### src/rtl/soft_start_sequencer.sv
// Soft-start sequencer for a PWM power stage.
// Slews V_target from 0 up to V_setpoint one step per ramp tick, then tracks
// setpoint changes at the same slew rate. A run of overvoltage samples on
// V_feedback latches a fault that only an explicit clear, given while the run
// request is low, can release.
module soft_start_sequencer #(
    parameter int unsigned RAMP_DIV  = 50000,
    parameter int unsigned RAMP_STEP = 4,
    parameter int unsigned OV_LIMIT  = 3900,
    parameter int unsigned OV_COUNT  = 16
) (
    input  logic        clock_50Min,
    input  logic        reset_n,
    input  logic        enable,
    input  logic [11:0] V_setpoint,
    input  logic [11:0] V_feedback,
    input  logic        fault_clear,
    output logic [11:0] V_target,
    output logic        pwm_enable,
    output logic        pid_reset_n,
    output logic [1:0]  state,
    output logic        fault
);

    typedef enum logic [1:0] {
        ST_IDLE     = 2'd0,
        ST_RAMP     = 2'd1,
        ST_REGULATE = 2'd2,
        ST_FAULT    = 2'd3
    } state_t;

    localparam logic [15:0] DIV_LAST  = 16'(RAMP_DIV - 1);
    localparam logic [12:0] STEP_13   = 13'(RAMP_STEP);
    localparam logic [11:0] STEP_12   = 12'(RAMP_STEP);
    localparam logic [11:0] OV_LIM_12 = 12'(OV_LIMIT);
    localparam logic [7:0]  OV_CNT_8  = 8'(OV_COUNT);

    state_t      state_q, state_d;
    logic [11:0] v_target_q, v_target_d;
    logic        pwm_enable_q, pwm_enable_d;
    logic        pid_reset_n_q, pid_reset_n_d;
    logic        fault_q, fault_d;
    logic [15:0] tick_cnt_q, tick_cnt_d;
    logic [7:0]  ov_cnt_q, ov_cnt_d;

    logic        active_q;
    logic        active_d;
    logic        tick;
    logic        over_v;
    logic        ov_trip;
    logic [12:0] sum_13;
    logic [12:0] diff_13;
    logic [11:0] step_up;
    logic [11:0] step_down;

    // Slew arithmetic and trip detection derived from the current registers.
    always_comb begin
        active_q = (state_q == ST_RAMP) || (state_q == ST_REGULATE);
        tick     = active_q && (tick_cnt_q == DIV_LAST);
        over_v   = V_feedback > OV_LIM_12;
        ov_trip  = active_q && (ov_cnt_q == OV_CNT_8);
        // 13-bit sum so a step past 4095 clamps to the setpoint instead of wrapping.
        sum_13   = {1'b0, v_target_q} + STEP_13;
        step_up  = (sum_13 > {1'b0, V_setpoint}) ? V_setpoint : sum_13[11:0];
        // Only meaningful when V_target is above the setpoint; a gap no larger
        // than one step lands exactly on the setpoint, so no underflow is possible.
        diff_13  = {1'b0, v_target_q} - {1'b0, V_setpoint};
        step_down = (diff_13 <= STEP_13) ? V_setpoint : (v_target_q - STEP_12);
    end

    // Next-state and next-target decision; fault trip outranks enable drop,
    // which outranks the ramp/regulate slewing.
    always_comb begin
        state_d    = state_q;
        v_target_d = v_target_q;
        case (state_q)
            ST_IDLE: begin
                v_target_d = 12'd0;
                if (enable) begin
                    state_d = ST_RAMP;
                end
            end
            ST_RAMP: begin
                if (ov_trip) begin
                    state_d    = ST_FAULT;
                    v_target_d = 12'd0;
                end else if (!enable) begin
                    state_d    = ST_IDLE;
                    v_target_d = 12'd0;
                end else if (v_target_q == V_setpoint) begin
                    state_d = ST_REGULATE;
                end else if (V_setpoint < v_target_q) begin
                    v_target_d = V_setpoint;
                end else if (tick) begin
                    v_target_d = step_up;
                end
            end
            ST_REGULATE: begin
                if (ov_trip) begin
                    state_d    = ST_FAULT;
                    v_target_d = 12'd0;
                end else if (!enable) begin
                    state_d    = ST_IDLE;
                    v_target_d = 12'd0;
                end else if (tick) begin
                    if (V_setpoint > v_target_q) begin
                        v_target_d = step_up;
                    end else if (V_setpoint < v_target_q) begin
                        v_target_d = step_down;
                    end
                end
            end
            default: begin
                v_target_d = 12'd0;
                if (fault_clear && !enable) begin
                    state_d = ST_IDLE;
                end
            end
        endcase
    end

    // Output, tick-counter and overvoltage-counter next values follow the chosen next state.
    always_comb begin
        active_d      = (state_d == ST_RAMP) || (state_d == ST_REGULATE);
        pwm_enable_d  = active_d;
        pid_reset_n_d = active_d;
        fault_d       = (state_d == ST_FAULT);

        // The divider runs continuously through RAMP and REGULATE and restarts
        // from zero on every fresh entry into RAMP.
        tick_cnt_d = 16'd0;
        if (active_q && active_d) begin
            tick_cnt_d = (tick_cnt_q == DIV_LAST) ? 16'd0 : (tick_cnt_q + 16'd1);
        end

        ov_cnt_d = 8'd0;
        if (active_q && over_v) begin
            ov_cnt_d = (ov_cnt_q == OV_CNT_8) ? OV_CNT_8 : (ov_cnt_q + 8'd1);
        end
    end

    // Single register bank for the FSM and every output; reset is asynchronous.
    always_ff @(posedge clock_50Min or negedge reset_n) begin
        if (!reset_n) begin
            state_q       <= ST_IDLE;
            v_target_q    <= 12'd0;
            pwm_enable_q  <= 1'b0;
            pid_reset_n_q <= 1'b0;
            fault_q       <= 1'b0;
            tick_cnt_q    <= 16'd0;
            ov_cnt_q      <= 8'd0;
        end else begin
            state_q       <= state_d;
            v_target_q    <= v_target_d;
            pwm_enable_q  <= pwm_enable_d;
            pid_reset_n_q <= pid_reset_n_d;
            fault_q       <= fault_d;
            tick_cnt_q    <= tick_cnt_d;
            ov_cnt_q      <= ov_cnt_d;
        end
    end

    assign V_target    = v_target_q;
    assign pwm_enable  = pwm_enable_q;
    assign pid_reset_n = pid_reset_n_q;
    assign state       = state_q;
    assign fault       = fault_q;

endmodule

### config.mk
export PLATFORM = sky130hd
export DESIGN_NAME = soft_start_sequencer
export DESIGN_NICKNAME = d
export VERILOG_FILES = /design/src/rtl/soft_start_sequencer.sv
export SDC_FILE = /design/constraint.sdc
export NUM_CORES = 1
export LEC_CHECK = 0
export CORE_ASPECT_RATIO = 1.2
export CORE_MARGIN = 8
export CORE_UTILIZATION = 44
export DETAILED_ROUTE_END_ITERATION = 7
export PLACE_DENSITY = 0.63
export SLEW_MARGIN = 20
export SYNTH_ARGS = -nofsm -noshare
export SYNTH_HDL_FRONTEND = slang
export SYNTH_SLANG_ARGS = --single-unit
### constraint.sdc
create_clock -name clock_50Min -period 10 [get_ports clock_50Min]
set_clock_uncertainty 0.1 [all_clocks]
set_input_delay 2 -clock clock_50Min [delete_from_list [all_inputs] [get_ports clock_50Min]]
set_output_delay 2 -clock clock_50Min [all_outputs]
set_load 0.05 [all_outputs]
Routing congestion map:
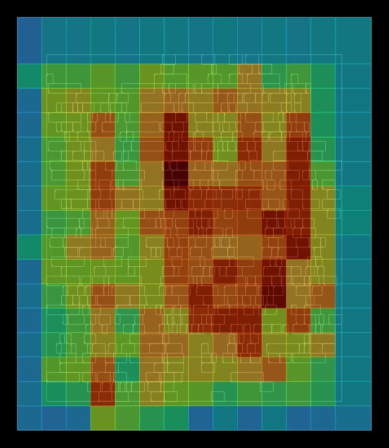
total global-route track usage: 0.187
GR Util met2: 0.330
final core utilization: 0.534
routing usage on met3: 0.0334

Cell sizes after repair:
Drawn at 3 px/um.
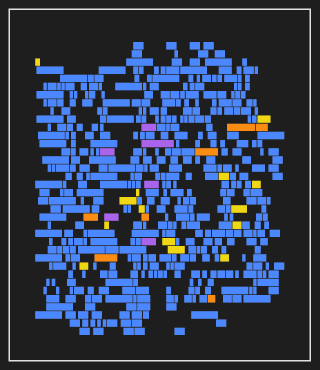
- _0 and _1 cells: blue (cells 452; share 94%; most used clkdlybuf4s50_1)
- _2 cells: yellow (cells 14; share 2.9%; most used a31o_2)
- _3 and _4 cells: orange (cells 7; share 1.5%)
- _6 and larger: purple (cells 6; share 1.3%; most used clkbuf_8)
Area growth, synth to finish: 17.1%
Final Cell Area: 4350 um^2
Setup WS post-layout: 4.50 ns
Signal buffers: 45

Placement by cell class:
Drawn at 3 px/um.
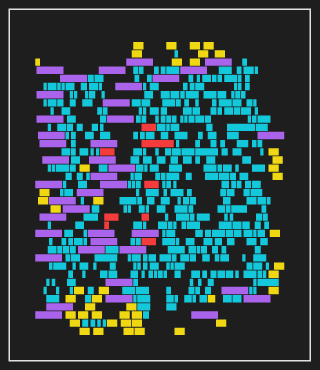
- combinational and other logic: cyan (cells 386; share of their area 63%)
- sequential cells: purple (cells 40; share of their area 24%)
- remaining buffers and delay cells: yellow (cells 45; share of their area 11%)
- clock drivers and dummy loads: red (cells 8; share of their area 2.6%)

-- logic make-up after synthesis --
logic type	count (synthesis)	synth area share
compound gates	120	0.240
simple gates	159	0.229
flops	40	0.270
buf+inv	46	0.0495
mux	3	0.00842
xor+xnor	38	0.0896
fa+ha+maj	33	0.113
-- power by group --
group / switching, mW / internal [mW]
combinational: 0.393 / 0.226
sequential: 0.0435 / 0.182
clock: 0.0612 / 0.0739
total: 0.498 / 0.482
-- through the flow --
stage,total power [mW],utilization
after global placement,0.836,0.520
final,0.980,0.534
after global routing,1.05,0.534
after CTS,0.982,0.534
after detailed placement,0.840,0.520
after floorplan,0.679,-
-- metal layers --
metal  vias up  share of wire
met5         -              0
met4         0          0.026
met3        14          0.044
met2        81           0.52
met1      1651           0.41
li1       1702              -
-- state kept, by name, indices dropped and copies added, names as in the netlist --
signal	flops
state	2
tick_cnt_q	16
pid_reset_n	1
ov_cnt_q	8
V_target	12
fault	1
-- area by class of cell --
| class | instances | area (um^2) |
|---|---|---|
| Inverter | 33 | 124 |
| Fill cell | 771 | 3800 |
| Timing Repair Buffer | 45 | 443 |
| Clock buffer | 5 | 68.8 |
| Multi-Input combinational cell | 353 | 2530 |
| Clock inverter | 3 | 42.5 |
| Sequential cell | 40 | 1000 |
| Tap cell | 114 | 143 |
-- worst max-delay path by stage --
stage             startpoint  slack (ns)  depth (start not counted)        endpoint
2_1_floorplan  V_setpoint[5]        5.27                         14  tick_cnt_q[10]
3_3_place_gp   V_setpoint[7]        4.30                         13  tick_cnt_q[14]
3_5_place_dp   V_setpoint[7]        4.21                         13  tick_cnt_q[14]
4_1_cts        V_setpoint[7]        4.54                         13  tick_cnt_q[14]
5_1_grt        V_setpoint[5]        4.11                         13  tick_cnt_q[14]
6_report       V_setpoint[7]        4.50                         13  tick_cnt_q[14]
-- layout by cell type (no fill, tap or decap), types with 3 or more instances in the layout --
master,Yosys,layout
nor2_1,41,41
a221oi_1,8,8
o21a_1,3,3
xnor2_1,20,20
nand3b_1,3,3
and4_1,3,3
and2_1,4,4
a21oi_1,26,26
a32oi_1,3,3
nor3_1,6,6
nand2_1,27,27
ha_1,32,32
clkdlybuf4s50_1,0,43
o211ai_1,7,7
clkbuf_8,0,5
inv_1,32,32
o21ai_0,20,20
o31ai_1,3,3
nor4_1,7,7
xor2_1,18,18
nand4_1,9,9
and3_1,10,10
dfrtp_1,40,40
a21o_1,4,4
a31oi_1,8,8
nand3_1,24,24
a211o_1,3,3
nor2b_1,8,8
==> Changelog: implementation <==
### Metrics

* Post-synth EDFFs at 0
* Gpl congestion at 0.928
* Hold Vio Cnt, Final at 0
* CTS Hold Bufs at 0
* Syn Inst Count at 439
* YS chip area at 3710 um^2
* Remaining DRCs at 0
* Worst Path Required at 10.11 ns
* P per Cell Area at 225 nW/um^2
* CTS tree: yes
* # diodes at 0
* # rows at 36
* Hold Crit Start: tick_cnt_q[0]
* Clk buf depth at 2
* Buf/Inv on CP at 2
* WHS Endpoint: tick_cnt_q[0]
* Top-area cell type share of the netlist area at 0.270
* Remaining global-route overflow at 0
* Vias in the first global route at 3544
* Crit path largest cell delay at 0.63 ns
* R2r endpoint: V_target[7]
* Number of OpenROAD warnings at 32
* HPWL after DPL at 8.12 mm
* Hold path depth at 1
* Status: completed
Power figures rest on the tool's default switching activity, not on a simulated workload.
